Design inst_fetch_queue, sky130hd; sources not shown.
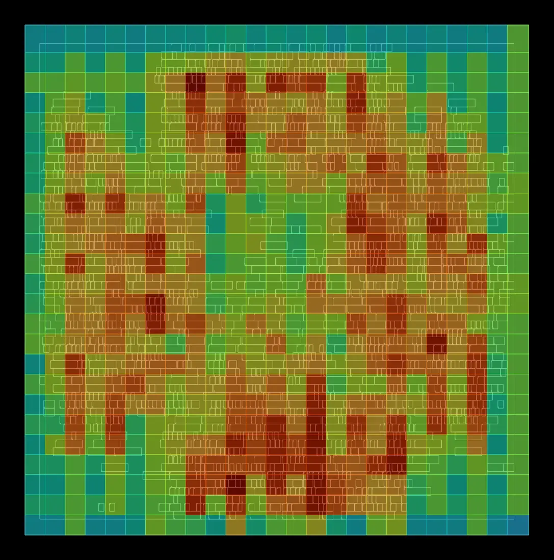
Fig. 1. Congestion heat map (run 1).
layer with the highest usage: met2
met2 Usage GRT: 41.33%
GRT Util Overall: 24.44%
final core utilization: 61.98%

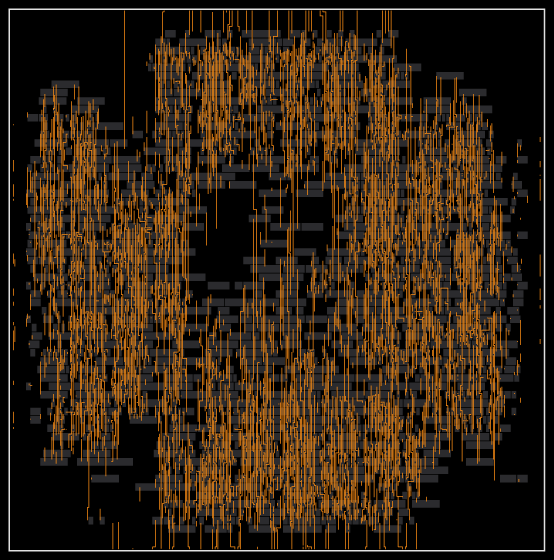
Fig. 2. M2 wires (run 1).
longest straight run: 51.8 um
nets with wire on the layer: 1414
DRT Wirelength: 39780 um
via count: 12072

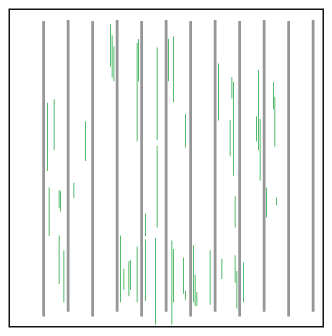
Fig. 3. The metal 4 layer (run 1).
Supply wires on this layer in gray.
longest straight run: 54.4 um
main direction: vertical
nets with wire on the layer: 40

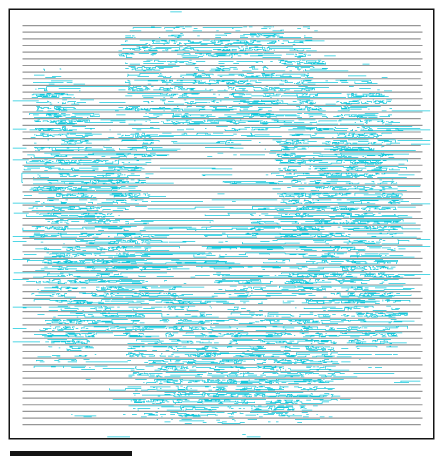
Fig. 4. Signal wires on met1 (run 1).
Bar = 50 um. Supply wires on this layer in gray.
main direction: horizontal
share of all routed wire: 41%
longest straight run: 52.4 um
met1 Usage GRT: 32.88%

==> results.json, run 1 <==
{
  "status": "finished, violations left",
  "violations": "negative setup slack",
  "htreeDepth": 1,
  "mappedNetlistArea_um2": 12510,
  "cpLargestDelayFamily": "buffers and inverters",
  "avgViaCountPerCell": 5.852,
  "ys_ff": 264,
  "setup_ws_ns": -0.3702,
  "numCtsBuffers": 29,
  "peakVddDrop_mv": 0.8232,
  "setup_viol_count_final": 64,
  "cap_violations": 0,
  "ys_sh_mux_pct": 0,
  "die-width_um": 173,
  "wl_per_cell_um": 19.28,
  "overflow": 0,
  "gp_congestion": 0.8220,
  "relSlewSlack_pct": 64.50,
  "cts_tree": "built",
  "cpMaxStageDelayCell": "dfrtp_4",
  "critPathRequiredTime_ns": 1.57,
  "synth.comb.largest_family": "simple AND/OR/NAND/NOR gates",
  "max_freq_mhz": 416.6,
  "worstSkewPairLatency_ns": 0.55,
  "numPortBuffers": 135
}
==> run 1: cells in the mapped netlist <==
cell	number	area share (%)
fa_1	1	0.16
o21bai_1	1	0.060
buf_2	6	0.24
o22ai_1	64	3.2
inv_2	1	0.030
nand2_8	4	0.64
nand2_2	2	0.10
buf_1	2	0.060
nand2_1	530	16
or2_2	1	0.050
ha_1	5	0.50
clkbuf_1	63	1.9
xnor2_1	1	0.070
buf_4	27	1.6
dfrtp_1	264	53
nor2_1	131	3.9
a21oi_4	1	0.13
o21ai_0	133	5.3
buf_6	24	2.2
buf_12	1	0.16
nand3_1	263	11
nand4_1	1	0.050
o211ai_1	1	0.060
inv_1	12	0.36
==> run 1: power by group through the flow <==
stage / registers, mW / logic (mW) / clock network (mW)
global placement: 8.95 / 12.3 / 0
CTS: 9.08 / 13.1 / 4.98
global route: 9.55 / 15.7 / 5.26
finish: 9.33 / 14.6 / 4.95
detailed placement: 9.01 / 12.6 / 0
floorplan: 8.62 / 6.82 / 0
==> run 1: cell type report <==
| type | count | area (um^2) | area share [%] |
|---|---|---|---|
| Multi-Input combinational cell | 1139 | 5590 | 33.94 |
| Clock buffer | 45 | 825.8 | 5.013 |
| Clock inverter | 4 | 47.55 | 0.2886 |
| Timing Repair Buffer | 257 | 2909 | 17.66 |
| Tap cell | 341 | 426.7 | 2.590 |
| Sequential cell | 264 | 6611 | 40.14 |
| Inverter | 13 | 61.31 | 0.3722 |
==> run 1: timing repair <==
item,4_1_cts,5_1_grt
endpoints found under the hold margin,50,0
setup buffers,19,5
gates cloned,9,9
hold buffers,1,0
pin swaps,31,44
endpoints found under the setup margin,66,65
resized,357,175
==> run 1: layer usage <==
metal,part of all wire (%),up-vias,global-route usage [%]
met5,0,-,0
met3,8.2,112,3.851
li1,-,5411,-
met4,3.2,0,6.984
met1,41,5871,32.88
met2,48,678,41.33
==> run 1: through the flow <==
| step | power (mW) | cells | setup WS (ns) |
|---|---|---|---|
| 3_5_place_dp | 21.61 | 1975 | -0.2193 |
| 2_1_floorplan | 15.44 | 1539 | 0.1912 |
| 5_1_grt | 30.50 | 2063 | -0.3946 |
| 4_1_cts | 27.21 | 2052 | -0.4453 |
| 6_report | 28.85 | 2063 | -0.3702 |
| 3_3_place_gp | 21.27 | 1975 | -0.2127 |
==> run 1: kinds of logic (layout without fill, tap and decap cells) <==
kind of cell | count (synthesis) | count (layout)
flip-flops | 264 | 264
adder cells (fa/ha/maj) | 6 | 6
XOR/XNOR | 1 | 1
buffers and inverters | 136 | 319
AND/OR/NAND/NOR | 932 | 932
AND-OR/OR-AND | 200 | 200
Fig. 5: run 1, met3 routing
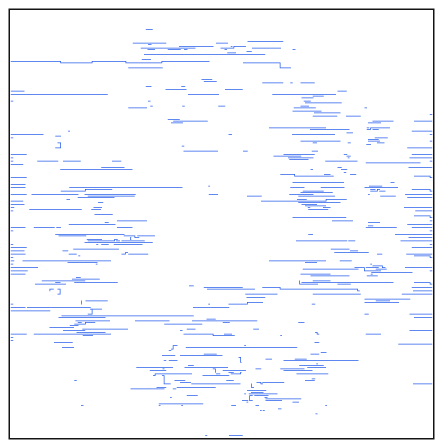

==> run 2: changes to the inputs <==
--- a/config.mk
+++ b/config.mk
@@ -6,12 +6,13 @@
 export NUM_CORES = 1
 export LEC_CHECK = 0
 export ABC_AREA = 1
+export ABC_CLOCK_PERIOD_IN_PS = 2100
 export CAP_MARGIN = 20
 export CORE_AREA = 5 5 168 170
 export DETAILED_ROUTE_END_ITERATION = 12
 export DIE_AREA = 0 0 173 175
 export HOLD_SLACK_MARGIN = 0.03
-export PLACE_DENSITY = 0.78
+export PLACE_DENSITY = 0.8
 export SLEW_MARGIN = 20
 export SYNTH_ARGS = -nofsm -noshare
 export SYNTH_HDL_FRONTEND = slang
==> constraint.sdc (replaced) <==
create_clock -name clk -period 2.1 [get_ports clk]
set_clock_uncertainty 0.05 [all_clocks]
set_input_delay 0.42 -clock clk [delete_from_list [all_inputs] [get_ports clk]]
set_output_delay 0.42 -clock clk [all_outputs]
set_load 0.01 [all_outputs]
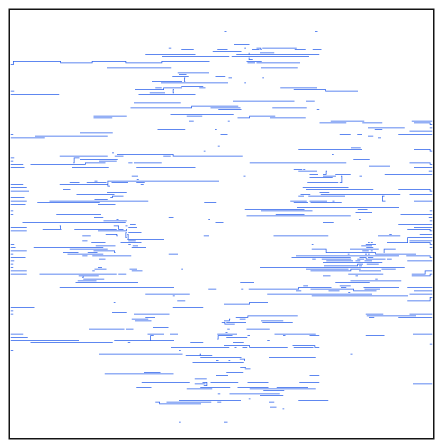
Fig. 6. Met3 routing (run 2).
share of all routed wire: 9.9%
longest straight run: 58.9 um
nets with wire on the layer: 266
main direction: horizontal
wire length on this layer: 4030 um
DRT Wirelength: 40660 um
met3 Usage GRT: 4.825%

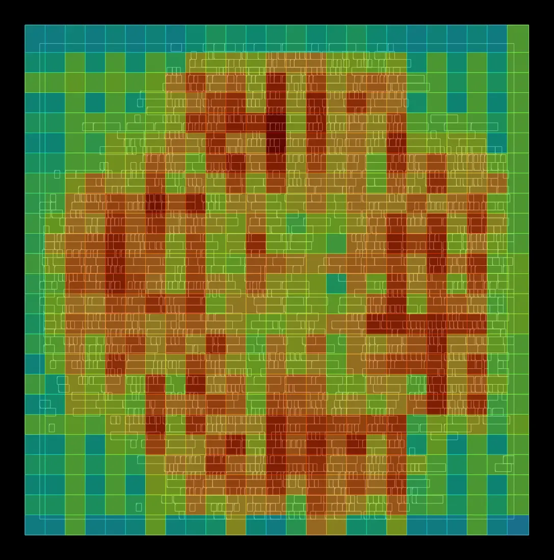
Fig. 7. Congestion heat map (run 2).
GRT Util Overall: 25.31%
met2 Usage GRT: 41.30%
final core utilization: 62.36%

==> run 2 against run 1 <==
Effect of this change: via count fell by 0.65%; routed wire length rose by 2.2%; sequential power fell by 2%; cell area rose by 0.61%; combinational power barely moved; cell count fell by 1.1%; largest power group unchanged; the flow still finishes with violations (negative setup slack); highest routed layer is now met5.
==> results.json, run 2 <==
{
  "setup_ws_ns": -0.4090,
  "htreeDepth": 1,
  "numCtsBuffers": 28,
  "most_common_cell": "nand2_1",
  "fin_cells": 2040,
  "synthArstFlopShare_pct": 100.0,
  "ys_ff": 264,
  "synthTopCellsByArea": "dfrtp_1 (53%), nand2_1 (16%), nand3_1 (11%), o21ai_0 (5.3%), nor2_1 (3.9%)",
  "mappedNetlistArea_um2": 12510,
  "io_pins": 136,
  "status": "finished, violations left",
  "route.vias.total": 11993,
  "ys_sh_mux_pct": 0,
  "cap_violations": 0,
  "top_area_share_pct": 52.79,
  "peakVddDrop_mv": 0.9423,
  "yosysWarnings": 0,
  "relSlewSlack_pct": 69.49,
  "setup_viol_count_final": 64,
  "synth.comb.largest_family": "simple AND/OR/NAND/NOR gates",
  "synth-edff-count": 0,
  "avgViaCountPerCell": 5.879,
  "max_freq_mhz": 398.6,
  "top_cells_by_count": "nand2_1 (530), dfrtp_1 (264), nand3_1 (263)",
  "critPathRequiredTime_ns": 1.63,
  "rr_worst_depth": 7,
  "numPortBuffers": 135,
  "overflow": 0,
  "wl_per_cell_um": 19.93,
  "die-width_um": 173,
  "std_cell_rows": 60,
  "largest_area_cell": "dfrtp_1",
  "finalHoldViolations": 0,
  "flop_cell": "dfrtp_1",
  "violations": "negative setup slack",
  "worst_setup_path_start_kind": "flop",
  "total_power_mw": 28.47,
  "gp_congestion": 0.8286,
  "cts_tree": "built",
  "place_inst": 1967,
  "hpwl_um": 22490,
  "worstSkewPairLatency_ns": 0.55
}
[run 2: cells by family after synthesis]
logic type	count (synthesis)
simple gates	932
flops	264
compound gates	200
buf+inv	136
fa+ha+maj	6
xor+xnor	1
[run 2: cell type report]
class,instances,area [um^2]
Clock buffer,42,823.3
Clock inverter,7,77.57
Fill cell,2116,10000
Inverter,13,61.31
Multi-Input combinational cell,1139,5873
Sequential cell,264,6611
Tap cell,341,426.7
Timing Repair Buffer,233,2690
Timing Repair inverter,1,8.758
[run 2: power breakdown]
group	internal, mW	switching, mW
Combinational	6.09	8.30
Clock	2.82	2.07
Sequential	7.42	1.76
[run 2: layer usage]
layer	global-route usage [%]	up-vias	wire (um)
li1	-	5382	-
met1	34.24	5758	16060
met2	41.30	734	19430
met3	4.825	117	4033
met4	8.613	2	1111
met5	0	-	20
[run 2: per-stage QoR]
step	utilization [%]	area, um^2	worst slack (ns)
floorplan	-	12510	0.2472
global placement	55.02	14620	-0.1302
detailed placement	55.02	14620	-0.2178
CTS	60.06	15960	-0.3563
global route	62.36	16570	-0.4112
finish	62.36	16570	-0.4090
[run 2: timing repair]
item                       in CTS  in global routing
pin swaps                      47                 62
setup buffers                   7                  1
gates resized                 415                168
hold buffers                    1                  0
hold endpoints to repair       44                  0
setup endpoints to repair      66                 64
gates cloned                   11                  7
[run 2: critical path: stages (launching register included)]
cell      delay [ns]
dfrtp_4         0.59
clkinv_8        0.13
buf_12          0.13
buf_16          0.14
nor2_2          0.04
o22ai_1         0.26
buf_2           0.19
Power is estimated from default activity; no workload was simulated.
